**Run 1: PDN straps and rails**

Bar = 20 um. Pins as bars on the die edge. Tap cells in grey.
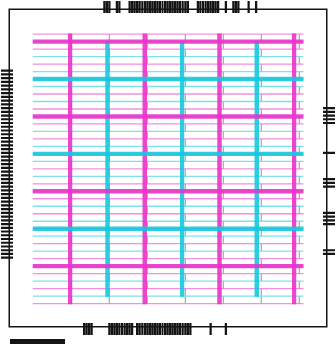
**Run 1: placement by cell class**

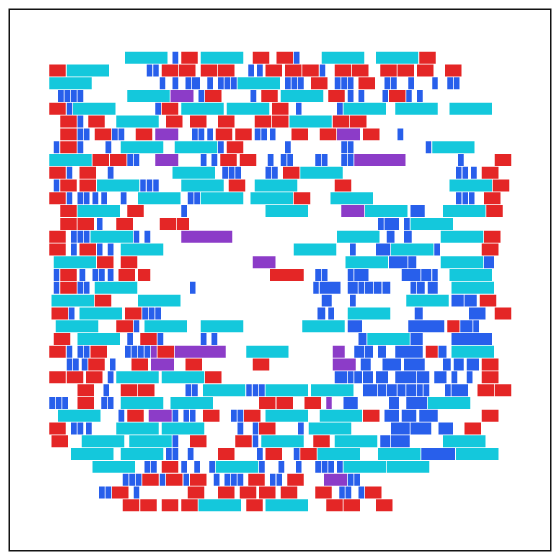
**Run 1: clock wires, drivers and flops**

Bar = 20 um.
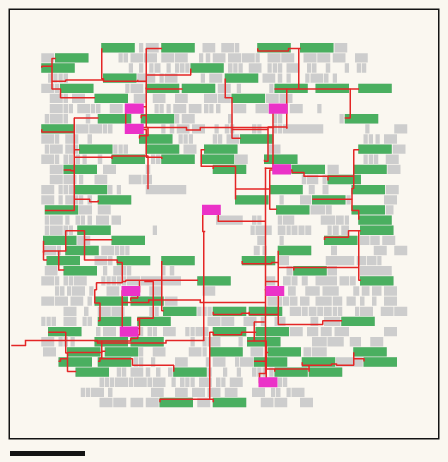
--- src/rtl/sonic_rx_page_writer.sv ---
// RX ring write-side front end: gates blocksync output into the 66-bit ring, counts pages and
// applies back-pressure when the ring is full. Optional drop counter: SONIC_RX_DROP_COUNT_EN.
module sonic_rx_page_writer #(
    parameter int BLOCKS_PER_PAGE = 496,
    parameter int NUM_PAGES       = 32,
    parameter int CNT_W           = 9
) (
    input  logic        wr_clk,
    input  logic        reset,
    input  logic        block_lock,
    input  logic [65:0] data_in,
    input  logic        data_valid,
    input  logic        page_release_tgl,
    output logic [65:0] data_out,
    output logic        wrreq,
    output logic        wrena,
    output logic [5:0]  pages_ready,
    output logic        page_done,
    output logic        overflow,
`ifdef SONIC_RX_DROP_COUNT_EN
    output logic [31:0] drop_count,
`endif
    output logic        release_err
);

    typedef enum logic [1:0] {
        ST_IDLE     = 2'd0,
        ST_FILL     = 2'd1,
        ST_STALL    = 2'd2,
        ST_LOCKLOST = 2'd3
    } state_t;

    localparam logic [CNT_W-1:0] LAST_BLK   = CNT_W'(BLOCKS_PER_PAGE - 1);
    localparam logic [5:0]       PAGES_FULL = 6'(NUM_PAGES);

    state_t           r_state;
    state_t           w_state_nxt;
    logic [CNT_W-1:0] r_blk_cnt;
    logic             r_rel_sync1;
    logic             r_rel_sync2;
    logic             r_rel_hist;
    logic             w_rel_pulse;
    logic             w_rel_dec;
    logic             w_rel_err;
    logic             w_accept;
    logic             w_last;
    logic             w_drop;
    logic             w_page_inc;

    // Bring the DMA-side release toggle into wr_clk and edge-detect it
    always_ff @(posedge wr_clk or posedge reset) begin
        if (reset) begin
            r_rel_sync1 <= 1'b0;
            r_rel_sync2 <= 1'b0;
            r_rel_hist  <= 1'b0;
        end else begin
            r_rel_sync1 <= page_release_tgl;
            r_rel_sync2 <= r_rel_sync1;
            r_rel_hist  <= r_rel_sync2;
        end
    end

    assign w_rel_pulse = r_rel_sync2 ^ r_rel_hist;
    // A release with nothing held is flagged rather than allowed to underflow
    assign w_rel_dec   = w_rel_pulse & (pages_ready != 6'd0);
    assign w_rel_err   = w_rel_pulse & (pages_ready == 6'd0);
    assign w_page_inc  = w_accept & w_last;

    // FSM state register
    always_ff @(posedge wr_clk or posedge reset) begin
        if (reset) begin
            r_state <= ST_IDLE;
        end else begin
            r_state <= w_state_nxt;
        end
    end

    // Next-state decode and per-cycle accept/drop qualification
    always_comb begin
        w_state_nxt = r_state;
        w_accept    = 1'b0;
        w_last      = 1'b0;
        w_drop      = 1'b0;
        case (r_state)
            ST_IDLE: begin
                if (block_lock) begin
                    w_state_nxt = ST_FILL;
                end else begin
                    w_state_nxt = ST_IDLE;
                end
            end
            ST_FILL: begin
                if (!block_lock) begin
                    w_state_nxt = ST_LOCKLOST;
                end else begin
                    w_accept = data_valid;
                    w_last   = data_valid & (r_blk_cnt == LAST_BLK);
                    // Stall only if this completion fills the last free page
                    if (w_last && !w_rel_dec && (pages_ready == PAGES_FULL - 6'd1)) begin
                        w_state_nxt = ST_STALL;
                    end else begin
                        w_state_nxt = ST_FILL;
                    end
                end
            end
            ST_STALL: begin
                if (!block_lock) begin
                    w_state_nxt = ST_LOCKLOST;
                end else begin
                    w_drop = data_valid;
                    if (pages_ready < PAGES_FULL) begin
                        w_state_nxt = ST_FILL;
                    end else begin
                        w_state_nxt = ST_STALL;
                    end
                end
            end
            ST_LOCKLOST: begin
                if (!block_lock) begin
                    w_state_nxt = ST_LOCKLOST;
                end else if (pages_ready < PAGES_FULL) begin
                    w_state_nxt = ST_FILL;
                end else begin
                    w_state_nxt = ST_STALL;
                end
            end
            default: begin
                w_state_nxt = ST_IDLE;
            end
        endcase
    end

    // Write path, page accounting and sticky status flags
    always_ff @(posedge wr_clk or posedge reset) begin
        if (reset) begin
            r_blk_cnt   <= '0;
            data_out    <= 66'd0;
            wrreq       <= 1'b0;
            wrena       <= 1'b0;
            page_done   <= 1'b0;
            pages_ready <= 6'd0;
            overflow    <= 1'b0;
            release_err <= 1'b0;
        end else begin
            wrreq     <= w_accept;
            page_done <= w_page_inc;
            wrena     <= (w_state_nxt != ST_IDLE);
            if (w_accept) begin
                data_out  <= data_in;
                r_blk_cnt <= w_last ? '0 : r_blk_cnt + 1'b1;
            end else begin
                data_out  <= data_out;
                r_blk_cnt <= r_blk_cnt;
            end
            case ({w_page_inc, w_rel_dec})
                2'b10: begin
                    if (pages_ready < PAGES_FULL) begin
                        pages_ready <= pages_ready + 6'd1;
                    end else begin
                        pages_ready <= pages_ready;
                    end
                end
                2'b01:   pages_ready <= pages_ready - 6'd1;
                default: pages_ready <= pages_ready;
            endcase
            overflow    <= overflow | w_drop;
            release_err <= release_err | w_rel_err;
        end
    end

`ifdef SONIC_RX_DROP_COUNT_EN
    // Saturating count of blocks dropped while the ring is full
    always_ff @(posedge wr_clk or posedge reset) begin
        if (reset) begin
            drop_count <= 32'd0;
        end else if (w_drop && (drop_count != 32'hFFFF_FFFF)) begin
            drop_count <= drop_count + 32'd1;
        end else begin
            drop_count <= drop_count;
        end
    end
`endif

endmodule

--- config.mk ---
export PLATFORM = sky130hd
export DESIGN_NAME = sonic_rx_page_writer
export DESIGN_NICKNAME = d
export VERILOG_FILES = /design/src/rtl/sonic_rx_page_writer.sv
export SDC_FILE = /design/constraint.sdc
export NUM_CORES = 1
export LEC_CHECK = 0
export CAP_MARGIN = 40
export CORE_MARGIN = 8
export CORE_UTILIZATION = 38
export DETAILED_ROUTE_END_ITERATION = 6
export HOLD_SLACK_MARGIN = 0.06
export PLACE_DENSITY = 0.77
export SYNTH_ARGS = -nofsm -noshare
export SYNTH_HDL_FRONTEND = slang
export SYNTH_SLANG_ARGS = --single-unit
--- constraint.sdc ---
create_clock -name wr_clk -period 3.94 [get_ports wr_clk]
set_clock_uncertainty 0.2 [all_clocks]
set_input_delay 0.788 -clock wr_clk [delete_from_list [all_inputs] [get_ports wr_clk]]
set_output_delay 0.788 -clock wr_clk [all_outputs]
set_load 0.05 [all_outputs]
==> reports/results.tsv, run 1 <==
stage	metric	value	unit
cts	Post-CTS Hold Fix Bufs	0	
synthesis	Yosys top cell by instances	nand2_1	
die	cell row count	36	
placement	placed inst area	5350	um^2
pwr	leak pwr	2.69	nW
pwr	clock network power share	0.142	
global_routing	met3 usage	0.0741	
cts	clock transition at the registers of the reported paths	0.09	ns
run_status	outcome	completed	
pwr	combinational cell power	0.00302	W
cells_and_area	layout cells sized above 1	0.0514	
timing	final setup margin	0.554	ns
synthesis	compound-cell area share of the yosys netlist	0.0340	
cts	Post-CTS Setup Repair Bufs	0	
critical_path	Max stage delay on crit path	0.59	ns
placement	routability cong.	0.738	
timing	TNS Setup	0	ns
route	WL final	9990	um
timing	final-report hold violation count	0	
synthesis	async set-reset flop share out of synthesis	1.00	
synthesis	Synthesized Nets	469	
cells_and_area	NumNets Final	617	
cells_and_area	Multi-Input Combinational	279	
pwr	pwr/cell area	969	nW/um^2
placement	DP Worst Slack	0.207	ns
job	tool warning count	26	
cells_and_area	Flop Count	91	
global_routing	global route hottest layer	met2	
route	DRC Markers	0	
timing	Worst slew margin	0.462	
timing	Setup violations, final	0	
die	total core area	9640	um^2
global_routing	vias in the first global route	3326	
cells_and_area	sequential share of cell area	0.408	
timing	period utilization	0.860	
route	First-pass DRT Iterations	4	
synthesis	Post-Syn Instances	392	
cts	Bufs on Longest Clock Path	2	
cells_and_area	ant diodes	0	
pwr	Pwr top	combinational logic	
pwr	Int Pwr	0.00279	W
synthesis	Dominant flop cell	dfrtp_1	
route	antenna viol nets, final	0	
cells_and_area	Top class by area	registers	
cells_and_area	most numerous logic cell after layout	nand2_1	
route	DR WL met2	4920	um
placement	IO Port Bufs	147	
synthesis	fa+ha+maj area frac	0.0222	
route	met3 wire len	907	um
synthesis	Yosys warnings	0	
cells_and_area	FILL cells	869	
pwr	Sw Pwr	0.00263	W
critical_path	crit-path leading delay family	simple AND/OR/NAND/NOR gates	
cts	TritonCTS clock tree	built	
die	Pre-Place Util	0.385	
timing	Least-Margin Pin Slew	0.806	ns
hold_path	Hold Startpoint	r_rel_sync1$_DFF_PP0_	
critical_path	CP max FO	6	
route	initial drt markers	105	
critical_path	worst endpoint required time	4.04	ns
global_routing	met2 Track Usage GR	0.267	
cts	Root Driver	clkbuf_8	
timing	RSZ-0062 raised after global routing	no	
global_routing	first-pass GRT wire length	16400	um
critical_path	Levels on crit path	9	
critical_path	CP Data Arrival Time	3.49	ns
critical_path	Startpoint Class	input port	
cells_and_area	Register Area	2280	um^2
critical_path	worst path bufs/invs	1	
timing	Max Freq	295	MHz
timing	fin. max-slew vios	0	
die	chip area	13200	um^2
synthesis	Post-Syn Area	3710	um^2
cells_and_area	clock-cell share of area	0.0434	
synthesis	top cells, area	dfrtp_1 (61%), nand2_1 (21%), ha_1 (1.7%)	
pwr	sequential share of power	0.300	
cells_and_area	Comb area	1350	um^2
cts	TritonCTS Buffers	9	
route	top sig layer	met4	
critical_path	Setup crit end kind	flip-flop	
global_routing	grt ovf	0	
synthesis	Mux area share	0.0179	
synthesis	post-synth top area share	0.613	
cells_and_area	NonClk Buf Share	0.272	
pwr	combinational share of power	0.558	
job	Max-Cap Viols	0	
pwr	switching share of total power	0.485	
cells_and_area	Comb area share	0.242	
synthesis	area leader, netlist	dfrtp_1	
route	Vias per Instance	4.59	
synthesis	Synth Seq Share	0.613	
die	Die H	115	um
hold_path	HP Class	reg -> reg	
critical_path	crit-path cells	clkdlybuf4s50_1, nand4b_4, nor4_4, nor2_2, ha_1, and3_1, a2111o_1, or4_1, nand3_1	
synthesis	yosys simple share	0.267	
synthesis	XORs/XNORs by Area	0.0236	
timing	hold_ws	0.167	ns
cts	number of H-tree levels	3	
route	detailed-route wire length per cell	14.7	um
pwr	Clk power	0.000770	W
synthesis	yosys stat cell total	392	
synthesis	chip area in the Yosys report	3710	um^2
cells_and_area	Non-Filler Instances	678	
cts	post-cts gate resize count	0	
global_routing	M1 GR Usage	0.172	
placement	placed cell count	662	
critical_path	Slowest cell on crit path	clkdlybuf4s50_1	
placement	hpwl dp	7290	um
cells_and_area	final instance area	5590	um^2
route	via count	3112	
synthesis	synthesized area per cell	9.47	um^2
die	io pins	148	
cells_and_area	final core utilization	0.580	
pwr	maximum vdd drop	0.501	mV
synthesis	Cell Type Count	40	
Back to the opening pictures, 'PDN straps and rails':
colour	net
magenta	VSS
cyan	VDD
rows	36
tap cells	133

Back to the opening pictures, 'placement by cell class':
colour	class	cells	share of their area
blue	remaining logic cells	286	25%
purple	clock drivers and dummy loads	16	4.5%
red	remaining buffers and delay cells	152	28%
cyan	registers	91	42%

Back to the opening pictures, 'clock wires, drivers and flops':
[green] flip-flops | count: 91
[magenta] clock-net drivers | count: 9
[red] clock wires | length: 1170 um
flops lie	spread over the die

[run 1: path summary, 6_finish.rpt]
path | slack, ns | endpoint
hold reg to reg | 0.17 | r_rel_sync2$_DFF_PP0_
min in group asynchronous | 0.67 | data_out[10]$_DFFE_PP0P_
max in group asynchronous | 2.14 | data_out[27]$_DFFE_PP0P_
setup / recovery | 0.55 | pages_ready[5]$_DFFE_PP0P_
setup reg to reg | 0.73 | pages_ready[5]$_DFFE_PP0P_
hold / removal | 0.17 | r_rel_sync2$_DFF_PP0_
[run 1: state kept, by name, summed over array words and instances, names as in the netlist]
name,count
data_out,66
overflow,1
page_done,1
pages_ready,6
r_blk_cnt,9
r_rel_hist,1
r_rel_sync1,1
r_rel_sync2,1
r_state,2
release_err,1
wrena,1
wrreq,1
==> run 2: changes to the inputs <==
Settings changed: CORE_MARGIN 8 to 3.
==> reports/results.tsv, run 2 <==
stage	metric	value	unit	change
run_status	outcome	completed		
die	total core area	9370	um^2	-2.8%
timing	Max Freq	298	MHz	+0.82%
placement	placed cell count	659		-0.45%
timing	Setup violations, final	0		unchanged
synthesis	yosys stat cell total	392		unchanged
synthesis	Yosys warnings	0		unchanged
pwr	maximum vdd drop	0.627	mV	+25%
route	antenna viol nets, final	0		unchanged
synthesis	Post-Syn Instances	392		unchanged
placement	hpwl dp	6610	um	-9.4%
synthesis	chip area in the Yosys report	3710	um^2	unchanged
route	Vias per Instance	4.59		about the same
synthesis	compound-cell area share of the yosys netlist	0.0340		unchanged
cts	number of H-tree levels	3		unchanged
cts	clock transition at the registers of the reported paths	0.08	ns	about the same
global_routing	met3 usage	0.0395		-0.0345
pwr	leak pwr	2.68	nW	-0.40%
cells_and_area	sequential share of cell area	0.409		+0.00174
timing	period utilization	0.853		-0.00700
route	DRC Markers	0		unchanged
pwr	combinational cell power	0.00299	W	about the same
route	via count	3095		-0.55%
cts	TritonCTS clock tree	built		
synthesis	Cell Type Count	40		unchanged
synthesis	Yosys top cell by instances	nand2_1		
synthesis	async set-reset flop share out of synthesis	1.00		unchanged
synthesis	synthesized area per cell	9.47	um^2	unchanged
route	First-pass DRT Iterations	4		unchanged
hold_path	Hold Startpoint	r_rel_sync1$_DFF_PP0_		
placement	IO Port Bufs	147		unchanged
critical_path	Startpoint Class	input port		
synthesis	area leader, netlist	dfrtp_1		
pwr	Clk power	0.000681	W	-12%
cells_and_area	max reg flops	66		unchanged
pwr	Pwr top	combinational logic		
placement	DP Worst Slack	0.244	ns	+0.0373 ns
cts	TritonCTS Buffers	9		unchanged
cells_and_area	Biggest register	data_out		
hold_path	hold path endpoint	r_rel_sync2$_DFF_PP0_		
critical_path	reg-to-reg endpoint	pages_ready[5]$_DFFE_PP0P_		
global_routing	met2 Track Usage GR	0.280		+0.0131
route	top sig layer	met4		
synthesis	Dominant flop cell	dfrtp_1		
cells_and_area	most numerous logic cell after layout	nand2_1		
placement	routability cong.	0.825		+12%
route	WL final	9020	um	-9.7%
timing	TNS Setup	0	ns	unchanged
timing	fin. max-slew vios	0		unchanged
cells_and_area	Flop Count	91		unchanged
route	detailed-route wire length per cell	13.4	um	-9.1%
cells_and_area	layout cells sized above 1	0.0532		+0.00183
die	io pins	148		unchanged
route	met3 wire len	490	um	-46%
timing	RSZ-0062 raised after global routing	no		
cells_and_area	ant diodes	0		unchanged
cts	Post-CTS Setup Repair Bufs	0		unchanged
synthesis	yosys simple share	0.267		unchanged
cells_and_area	Non-Filler Instances	674		-0.59%
die	cell row count	35		-2.8%
timing	final setup margin	0.581	ns	+0.0276 ns
pwr	Sw Pwr	0.00258	W	-1.9%
pwr	switching share of total power	0.487		+0.00153
cts	Bufs on Longest Clock Path	2		unchanged
cells_and_area	Top class by area	registers		
pwr	clock network power share	0.128		-0.014
job	Max-Cap Viols	0		unchanged
pwr	sequential share of power	0.307		+0.007
cells_and_area	Comb area share	0.243		+0.00103
pwr	combinational share of power	0.564		+0.006
route	initial drt markers	63		-40%
route	DR WL met2	4420	um	-10%
die	chip area	11000	um^2	-17%
critical_path	reg2reg setup slack	0.76	ns	+0.03 ns
synthesis	Synth Seq Share	0.613		unchanged
global_routing	grt ovf	0		unchanged
cells_and_area	NonClk Buf Share	0.275		+0.00251
synthesis	Post-Syn Area	3710	um^2	unchanged
cts	post-cts gate resize count	0		unchanged
timing	Worst slew margin	0.490		+0.0284
synthesis	Mux area share	0.0179		unchanged
critical_path	CP max FO	6		unchanged
pwr	pwr/cell area	952	nW/um^2	-1.7%
cells_and_area	NumNets Final	618		+0.16%
[run 2: cell counts after synthesis]
No cell type changed its count.
[run 2: worst max-delay path, stage by stage]
cell             delay, ns
clkdlybuf4s50_1       0.59
nand4b_4              0.14
nor4_4                0.32
nor2_2                0.13
ha_1                  0.34
and3_1                0.20
a2111o_1              0.42
or4_1                 0.40
nand3_1               0.08
[run 2: stage by stage]
| stage | total power, W | instance area [um^2] |
|---|---|---|
| final | 0.00530 | 5560 |
| after global routing | 0.00559 | 5560 |
| after floorplan | 0.00357 | 3710 |
| after detailed placement | 0.00465 | 5350 |
| after CTS | 0.00535 | 5560 |
| after global placement | 0.00458 | 5330 |
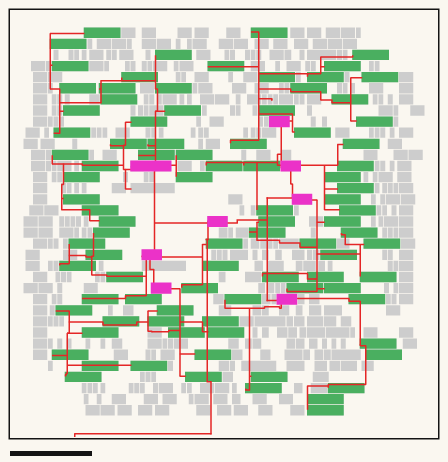
**Above:** run 2 (clock wires, drivers and flops).
Bar = 20 um.
[magenta] clock-net drivers | count: 9
[red] clock wires | length: 1030 um
[green] flip-flops | count: 91
routed clock nets	10

==> run 3: changes to the inputs <==
Settings changed: SKIP_LAST_GASP set to 1.
==> reports/results.tsv, run 3 <==
stage	metric	value	unit	change
cts	TritonCTS clock tree	built		
timing	Worst slew margin	0.490		unchanged
cells_and_area	final instance area	5560	um^2	unchanged
critical_path	Slowest cell on crit path	clkdlybuf4s50_1		
cts	clock transition at the registers of the reported paths	0.08	ns	about the same
route	WL final	9020	um	unchanged
cells_and_area	NumNets Final	618		unchanged
critical_path	worst path bufs/invs	1		unchanged
placement	hpwl dp	6610	um	unchanged
cells_and_area	ant diodes	0		unchanged
timing	Max Freq	298	MHz	unchanged
cells_and_area	max reg flops	66		unchanged
synthesis	Yosys warnings	0		unchanged
timing	Setup violations, final	0		unchanged
synthesis	chip area in the Yosys report	3710	um^2	unchanged
die	cell row count	35		unchanged
critical_path	Levels on crit path	9		unchanged
critical_path	reg-to-reg endpoint	pages_ready[5]$_DFFE_PP0P_		
cells_and_area	most numerous logic cell after layout	nand2_1		
hold_path	Hold Startpoint	r_rel_sync1$_DFF_PP0_		
synthesis	Synth Seq Share	0.613		unchanged
job	Max-Cap Viols	0		unchanged
cts	Bufs on Longest Clock Path	2		unchanged
die	chip area	11000	um^2	unchanged
timing	fin. max-slew vios	0		unchanged
pwr	Pwr top	combinational logic		
critical_path	Max stage delay on crit path	0.59	ns	about the same
synthesis	Post-Syn Area	3710	um^2	unchanged
route	detailed-route wire length per cell	13.4	um	unchanged
pwr	Clk power	0.000681	W	about the same
critical_path	crit-path leading delay family	simple AND/OR/NAND/NOR gates		
critical_path	CP max FO	6		unchanged
pwr	leak pwr	2.68	nW	unchanged
placement	IO Port Bufs	147		unchanged
placement	routability cong.	0.825		unchanged
synthesis	area leader, netlist	dfrtp_1		
cts	Post-CTS Setup Repair Bufs	0		unchanged
pwr	maximum vdd drop	0.627	mV	unchanged
pwr	power after layout	0.00530	W	unchanged
timing	period utilization	0.853		unchanged
cells_and_area	NonClk Buf Share	0.275		unchanged
critical_path	Startpoint Class	input port		
synthesis	Post-Syn Instances	392		unchanged
route	DRC Markers	0		unchanged
pwr	combinational share of power	0.564		about the same
route	First-pass DRT Iterations	4		unchanged
cts	number of H-tree levels	3		unchanged
pwr	combinational cell power	0.00299	W	about the same
pwr	Sw Pwr	0.00258	W	unchanged
placement	DP Worst Slack	0.244	ns	unchanged
synthesis	async set-reset flop share out of synthesis	1.00		unchanged
cts	post-cts gate resize count	0		unchanged
pwr	sequential share of power	0.307		about the same
cells_and_area	Flop Count	91		unchanged
critical_path	crit-path cells	clkdlybuf4s50_1, nand4b_4, nor4_4, nor2_2, ha_1, and3_1, a2111o_1, or4_1, nand3_1		
route	initial drt markers	63		unchanged
pwr	clock network power share	0.128		about the same
cells_and_area	Non-Filler Instances	674		unchanged
route	Vias per Instance	4.59		unchanged
run_status	outcome	completed		
cells_and_area	Comb area share	0.243		unchanged
cells_and_area	Top class by area	registers		
die	total core area	9370	um^2	unchanged
placement	placed inst area	5350	um^2	unchanged
global_routing	grt ovf	0		unchanged
timing	RSZ-0062 raised after global routing	no		
cts	Post-CTS Hold Fix Bufs	0		
route	via count	3095		unchanged
-- run 3: cell counts in the layout (fill, tap and decap cells not counted) --
Identical to the previous run, type by type.
-- run 3: logic make-up after synthesis --
family                   after synthesis  synth area share
AND-OR/OR-AND                         17            0.0340
adder cells (fa/ha/maj)                6            0.0222
multiplexers                           6            0.0179
AND/OR/NAND/NOR                      240             0.267
XOR/XNOR                              10            0.0236
buffers and inverters                 22            0.0226
flip-flops                            91             0.613
-- run 3: routing by layer --
metal | up-vias | wire length, um | track usage
met5 | - | 0 | 0
met4 | 0 | 138 | 0.0609
met3 | 12 | 490 | 0.0395
met2 | 93 | 4420 | 0.280
met1 | 1461 | 3980 | 0.215
li1 | 1529 | - | -
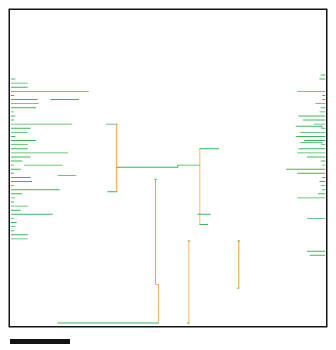
**Above:** run 3 (wiring by layer).
Bar = 20 um. Only two layers are drawn.
colour	layer	wire length
green	M3	490 um
orange	M4	139 um


==> screenshots <==
Clock routing.
shot_01.png
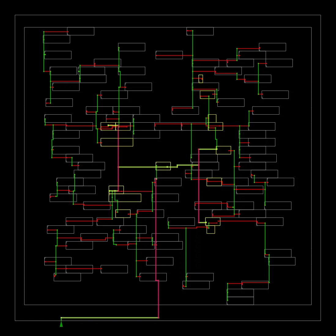
shot_02.png
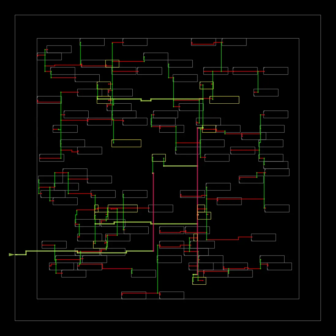
shot_02.png -> run 1
shot_01.png -> run 2

Power is estimated from default activity; no workload was simulated.
